===== src/rtl/rlwe_prog_loader_pkg.sv =====
// Shared types and header layout for the RLWE program loader.
package rlwe_loader_pkg;

    typedef enum logic [1:0] {
        HDR     = 2'd0,
        PAYLOAD = 2'd1,
        TRL     = 2'd2,
        ERR     = 2'd3
    } type_loader_state_e;

    typedef enum logic [1:0] {
        ERR_NONE     = 2'd0,
        ERR_MAGIC    = 2'd1,
        ERR_LENGTH   = 2'd2,
        ERR_CHECKSUM = 2'd3
    } type_err_code_e;

    localparam logic [15:0] MAGIC_DEFAULT = 16'hA5C3;

    // Header word layout: magic in the upper half, count of 4-word groups below.
    localparam int HDR_MAGIC_MSB = 31;
    localparam int HDR_MAGIC_LSB = 16;
    localparam int HDR_COUNT_MSB = 15;
    localparam int HDR_COUNT_LSB = 0;

    // Wide enough for 4 * 65535 and for the 262144-word image limit.
    localparam int WL_W = 19;

endpackage


===== src/rtl/rlwe_prog_loader_if.sv =====
// Host stream and instruction-FIFO write port of the program loader.
//
// Handshake: a host word transfers on a rising clk edge where host_valid and
// host_ready are both 1. host_ready is combinational from the loader state and
// the current-cycle full/almost_full flags, so it may drop from one cycle to
// the next; the host holds host_data stable while host_valid is high. The FIFO
// write side has no ready: enqueue_en is a one-cycle strobe with value_i.
interface rlwe_prog_loader_if #(
    parameter int WIDTH = 32
);
    logic             host_valid;
    logic             host_ready;
    logic [WIDTH-1:0] host_data;
    logic             full;
    logic             almost_full;
    logic             enqueue_en;
    logic [WIDTH-1:0] value_i;

    modport master (
        output host_valid, host_data, full, almost_full,
        input  host_ready, enqueue_en, value_i
    );

    modport slave (
        input  host_valid, host_data, full, almost_full,
        output host_ready, enqueue_en, value_i
    );
endinterface


===== src/rtl/rlwe_prog_loader.sv =====
// Frame parser that validates host program images and pushes payload words
// into the core's instruction FIFO with one cycle of write latency.
module rlwe_prog_loader
    import rlwe_loader_pkg::*;
#(
    parameter int          WIDTH     = 32,
    parameter int          MAX_WORDS = 262144,
    parameter logic [15:0] MAGIC     = MAGIC_DEFAULT
) (
    input  logic                clk,
    input  logic                rst,
    rlwe_prog_loader_if.slave   bus,
    input  logic                err_clr,
    output logic                busy,
    output logic                done,
    output logic                err,
    output logic [1:0]          err_code,
    output logic [WL_W-1:0]     words_loaded,
    output type_loader_state_e  dbg_state
);

    localparam logic [31:0] MAX_WORDS_U = 32'(MAX_WORDS);

    type_loader_state_e state_q, state_d;
    type_err_code_e     err_code_q, err_code_d;
    logic [WL_W-1:0]    remaining_q, remaining_d;
    logic [WL_W-1:0]    words_q, words_d;
    logic [WIDTH-1:0]   checksum_q, checksum_d;
    logic [WIDTH-1:0]   value_q, value_d;
    logic               enq_q, enq_d;
    logic               done_q, done_d;
    logic               err_q, err_d;

    logic               ready_c;
    logic               xfer;
    logic [15:0]        hdr_magic;
    logic [15:0]        hdr_count;
    logic [WL_W-1:0]    payload_len;

    assign hdr_magic   = bus.host_data[HDR_MAGIC_MSB:HDR_MAGIC_LSB];
    assign hdr_count   = bus.host_data[HDR_COUNT_MSB:HDR_COUNT_LSB];
    assign payload_len = {1'b0, hdr_count, 2'b00};

    // Ready per state; almost_full leaves room for the registered write in flight.
    always_comb begin
        ready_c = 1'b0;
        unique case (state_q)
            HDR:     ready_c = 1'b1;
            PAYLOAD: ready_c = !bus.almost_full && !bus.full;
            TRL:     ready_c = 1'b1;
            default: ready_c = 1'b0;
        endcase
        if (rst) begin
            ready_c = 1'b0;
        end
    end

    assign xfer = bus.host_valid && ready_c;

    // Next-state, frame bookkeeping and registered FIFO write.
    always_comb begin
        state_d     = state_q;
        err_code_d  = err_code_q;
        remaining_d = remaining_q;
        words_d     = words_q;
        checksum_d  = checksum_q;
        value_d     = value_q;
        enq_d       = 1'b0;
        done_d      = 1'b0;
        err_d       = err_q;

        unique case (state_q)
            HDR: begin
                if (xfer) begin
                    if (hdr_magic != MAGIC) begin
                        state_d    = ERR;
                        err_d      = 1'b1;
                        err_code_d = ERR_MAGIC;
                    end else if ({{(32-WL_W){1'b0}}, payload_len} > MAX_WORDS_U) begin
                        state_d    = ERR;
                        err_d      = 1'b1;
                        err_code_d = ERR_LENGTH;
                    end else begin
                        // An empty frame goes straight to the trailer, which must then be 0.
                        state_d     = (hdr_count == 16'd0) ? TRL : PAYLOAD;
                        remaining_d = payload_len;
                        checksum_d  = '0;
                        words_d     = '0;
                    end
                end
            end
            PAYLOAD: begin
                if (xfer) begin
                    enq_d       = 1'b1;
                    value_d     = bus.host_data;
                    checksum_d  = checksum_q + bus.host_data;
                    remaining_d = remaining_q - 1'b1;
                    words_d     = words_q + 1'b1;
                    if (remaining_q == {{(WL_W-1){1'b0}}, 1'b1}) begin
                        state_d = TRL;
                    end
                end
            end
            TRL: begin
                if (xfer) begin
                    if (bus.host_data == checksum_q) begin
                        state_d = HDR;
                        done_d  = 1'b1;
                    end else begin
                        state_d    = ERR;
                        err_d      = 1'b1;
                        err_code_d = ERR_CHECKSUM;
                    end
                end
            end
            ERR: begin
                if (err_clr) begin
                    state_d    = HDR;
                    err_d      = 1'b0;
                    err_code_d = ERR_NONE;
                end
            end
            default: state_d = HDR;
        endcase
    end

    // State and datapath registers with synchronous reset.
    always_ff @(posedge clk) begin
        if (rst) begin
            state_q     <= HDR;
            err_code_q  <= ERR_NONE;
            remaining_q <= '0;
            words_q     <= '0;
            checksum_q  <= '0;
            value_q     <= '0;
            enq_q       <= 1'b0;
            done_q      <= 1'b0;
            err_q       <= 1'b0;
        end else begin
            state_q     <= state_d;
            err_code_q  <= err_code_d;
            remaining_q <= remaining_d;
            words_q     <= words_d;
            checksum_q  <= checksum_d;
            value_q     <= value_d;
            enq_q       <= enq_d;
            done_q      <= done_d;
            err_q       <= err_d;
        end
    end

    assign bus.host_ready = ready_c;
    assign bus.enqueue_en = enq_q;
    assign bus.value_i    = value_q;
    assign busy           = (state_q == PAYLOAD) || (state_q == TRL);
    assign done           = done_q;
    assign err            = err_q;
    assign err_code       = err_code_q;
    assign words_loaded   = words_q;
    assign dbg_state      = state_q;

endmodule

===== src/flat_wrapper.sv =====
// flat-port wrapper written by rule: the top's interface ports become plain ports
module rlwe_prog_loader_flat import rlwe_loader_pkg::*;
#(
    parameter int          WIDTH     = 32,
    parameter int          MAX_WORDS = 262144,
    parameter logic [15:0] MAGIC     = MAGIC_DEFAULT
)
  (clk, rst, err_clr, busy, done, err, err_code, words_loaded, dbg_state, bus_host_valid, bus_host_data, bus_full, bus_almost_full, bus_host_ready, bus_enqueue_en, bus_value_i);
  rlwe_prog_loader_if #(.WIDTH(WIDTH)) bus_i ();
  input  logic clk;
  input  logic rst;
  input  logic err_clr;
  output logic busy;
  output logic done;
  output logic err;
  output logic [1:0] err_code;
  output logic [WL_W-1:0] words_loaded;
  output type_loader_state_e dbg_state;
  input wire logic [$bits(bus_i.host_valid)-1:0] bus_host_valid;
  input wire logic [$bits(bus_i.host_data)-1:0] bus_host_data;
  input wire logic [$bits(bus_i.full)-1:0] bus_full;
  input wire logic [$bits(bus_i.almost_full)-1:0] bus_almost_full;
  output wire logic [$bits(bus_i.host_ready)-1:0] bus_host_ready;
  output wire logic [$bits(bus_i.enqueue_en)-1:0] bus_enqueue_en;
  output wire logic [$bits(bus_i.value_i)-1:0] bus_value_i;
  assign bus_i.host_valid = bus_host_valid;
  assign bus_i.host_data = bus_host_data;
  assign bus_i.full = bus_full;
  assign bus_i.almost_full = bus_almost_full;
  assign bus_host_ready = bus_i.host_ready;
  assign bus_enqueue_en = bus_i.enqueue_en;
  assign bus_value_i = bus_i.value_i;
  rlwe_prog_loader #(.WIDTH(WIDTH), .MAX_WORDS(MAX_WORDS), .MAGIC(MAGIC)) u_core (.clk(clk), .rst(rst), .bus(bus_i), .err_clr(err_clr), .busy(busy), .done(done), .err(err), .err_code(err_code), .words_loaded(words_loaded), .dbg_state(dbg_state));
endmodule

===== config.mk =====
export PLATFORM = sky130hd
export DESIGN_NAME = rlwe_prog_loader_flat
export DESIGN_NICKNAME = d
export VERILOG_FILES = /design/src/rtl/rlwe_prog_loader_pkg.sv /design/src/rtl/rlwe_prog_loader_if.sv /design/src/rtl/rlwe_prog_loader.sv /design/src/flat_wrapper.sv
export SDC_FILE = /design/constraint.sdc
export NUM_CORES = 1
export LEC_CHECK = 0
export ABC_AREA = 1
export CAP_MARGIN = 20
export CELL_PAD_IN_SITES_DETAIL_PLACEMENT = 2
export CELL_PAD_IN_SITES_GLOBAL_PLACEMENT = 2
export CORE_ASPECT_RATIO = 0.8
export CORE_MARGIN = 3
export CORE_UTILIZATION = 30
export CTS_BUF_LIST = sky130_fd_sc_hd__clkbuf_8
export DETAILED_ROUTE_END_ITERATION = 16
export PLACE_DENSITY = 0.83
export SYNTH_ARGS = -nofsm -noshare
export SYNTH_HDL_FRONTEND = slang
export SYNTH_SLANG_ARGS = --single-unit

===== constraint.sdc =====
create_clock -name clk -period 2.4 [get_ports clk]
set_clock_uncertainty 0.1 [all_clocks]
set_input_delay 0.48 -clock clk [delete_from_list [all_inputs] [get_ports clk]]
set_output_delay 0.48 -clock clk [all_outputs]
set_load 0.01 [all_outputs]

### Selected gate families

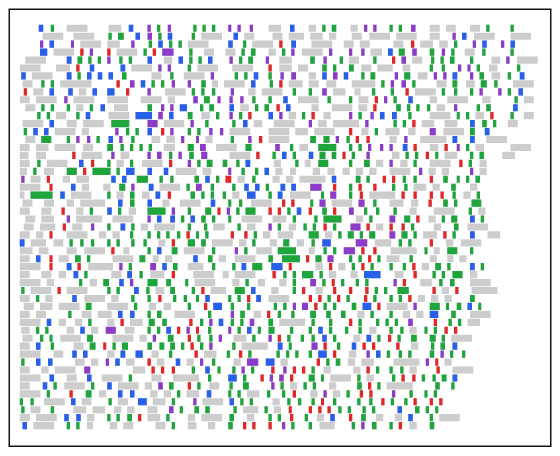
legend:
  purple:
    family: nor cells
    cells: 159
    most_used: nor2_1
  red:
    family: inv cells
    cells: 165
    most_used: inv_1
    where: widely spread
  green:
    family: nand cells
    cells: 571
    most_used: nand2_1
    where: widely spread
  blue:
    family: aoi and oai cells
    cells: 162
    most_used: a21oi_1
    where: widely spread

### Metal 4

Bar = 50 um.
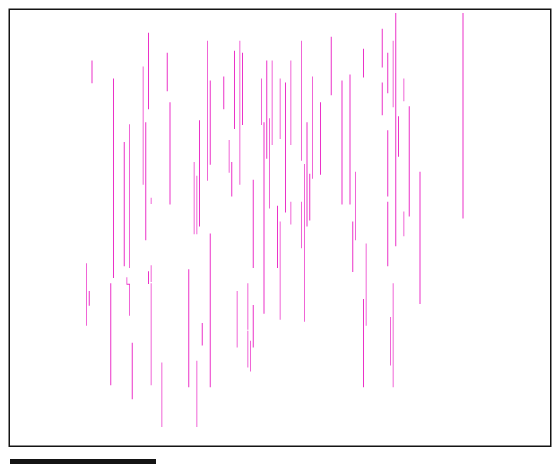
wire length on this layer: 2170 um
longest straight run: 79.6 um
aggregate routed wire length: 51100 um
total via count in the routed design: 10500

### Where the registers sit

Bar = 50 um. Other sequential cells in the stronger gray, the rest of the logic in the fainter gray.
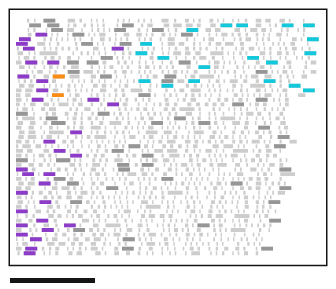
legend:
  cyan:
    netlist_name: u_core.words_loaded
    sequential_cells: 19
  purple:
    netlist_name: u_core.bus.value_i
    sequential_cells: 32
    where: a column on the left
  orange:
    netlist_name: u_core.err_code
    sequential_cells: 2
area taken by flip-flops and latches: 0.00219 mm^2
fraction of area in registers: 20.4%
Seq group: 2.12 mW
share of the core filled with cells: 43.4%

==> run summary <==
The layout was made with Yosys and OpenROAD.

Setup repair after global routing could not meet its margin everywhere. The end point of the critical path is u_core.checksum_q[8]. The final timing summary puts the cycle share of the worst path at 110%. Per the synthesis report, the AND-OR/OR-AND share of the synthesized area is about 11%. The combinational-cell power consumption is about 3 mW. Of the total synthesized cell area, the portion taken by XOR and XNOR cells is under 10%. The slew of the pin with the lowest slew margin is between 1000 and 1500 ps. Warnings reported by Yosys during synthesis add up to 0.

The hold violation count in the final report is 0. The power per unit of standard cell area is 609 mW/mm^2. The number of antenna violations at the first check in global routing came to 2. After floorplanning, the core was divided into approximately 51 placement rows. The delay of the slowest cell on the worst path is about 460 ps. The run finished, with violations left. The internal portion of the total power is 3.51 mW. The detailed-placement wirelength estimate is just over 30000 um.

The checks that failed: setup timing. The setup TNS is -637 ps. The initial DRC count is between 900 and 1000. The largest net degree at the start of global routing is 82. The final worst setup slack is -245 ps. The signal arrival time at the worst endpoint is roughly 2900 ps. The max-cap violation count is 0. The capturing point of the worst reg2reg path is u_core.checksum_q[8].

Per the final report, max-transition violations number 0. The slowest stage cell on the critical path is dfxtp_1. The buffers plus inverters on the worst setup path is 2. The cell class contributing the biggest share of worst-path delay is simple AND/OR/NAND/NOR gates. The pre-antenna-repair detailed-routing pass consisted of 7 iterations. The flop count is around 110. The maximum clock rate is 0.378 GHz.

The area of the die is approximately 0.028 mm^2. The non-clock inverter instance count of the final layout is between 150 and 200. The total non-filler cell area in the finished layout is 0.0107 mm^2.

The post-synthesis instance area is about 0.0077 mm^2. The number of flip-flops and latches in the synthesized netlist is about 110. Recorded from the global router log, the overflow total was 0. The share of the final layout cell area in multi-input gates is about 48%. The report lists the cells along the critical path as ha_2 -> inv_1 -> fa_2 -> inv_2 -> nand3_1 -> nand3_4 -> nand2_1 -> nand2_1 -> xor2_1 -> nand2_1 -> o21ai_0 -> nor2_1. The number of instances on the worst hold path is 4. The logic area is slightly above 0.005 mm^2. The maximum level of the CTS H-tree is 3.

STA lists the startpoint of the worst register-to-register path as u_core.checksum_q[0]. The layout-stage area growth over the synthesis result is 40.0%. The remaining routing DRC violations is 0. The clock-pin slew of the registers on the worst-case setup and hold paths is about 130 ps. The endpoint of the worst hold-timing path is u_core.done. The net count of the mapped netlist is 1359. Per the synthesis report, the simple-gate share of the synthesized area is roughly 40%. Wire segments on met2 add up to approximately 25000 um in the final route. The share of the core area taken by cells at floorplan is 31.0%. The cell count of the worst reg-to-reg path is 12.

The number of gates on the worst path with buffers counted is 12. The worst hold path begins at rst. The core area is between 0.02 and 0.025 mm^2. Ranked by instance count, the synthesized netlist is headed by nand2_1 (453), inv_1 (161), nor2_1 (134). Setup violations remaining at the end of the flow were counted as 13.

The final layout report lists a clock buffer count of 9. The layout summary lists the proportion of cells stronger than drive strength 1 as a little under a fifth. The post-layout instance count excluding filler cells is between 1500 and 2000.

The reported leakage power is roughly 5.0 nW. The maximum fanout count along the critical path is 3. A synthesized cell averages roughly 6.0 um^2.

In the synthesis report, Yosys lists the chip area as 0.00767 mm^2. The number of cells in Yosys stat is about 1300.
### Routed metal, one color a layer

Two of the layers only.
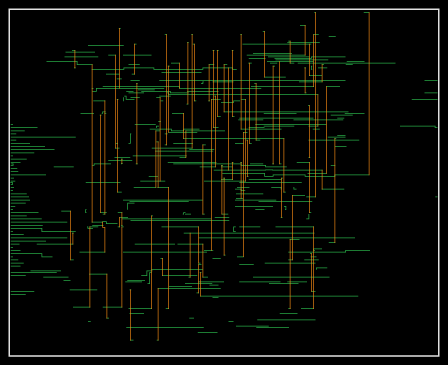
legend:
  orange:
    layer: M4
    wire_length: 2170 um
  green:
    layer: M3
    wire_length: 3270 um
routed length per placed instance: 28.0 um
combined global-route utilization of all metal layers: 31.2%

### Routing congestion

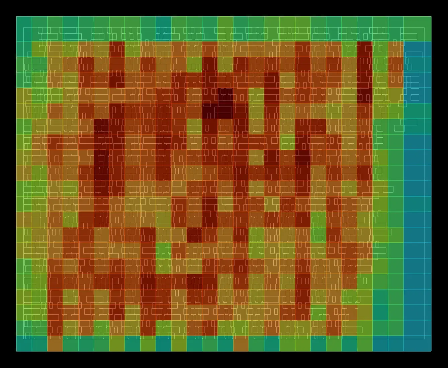
Most Crowded Layer GR: met2
grt met3 use: 5.66%
met1 capacity usage during global routing: 38.9%
met2 capacity usage during global routing: 54.8%

Power is estimated from default activity; no workload was simulated.
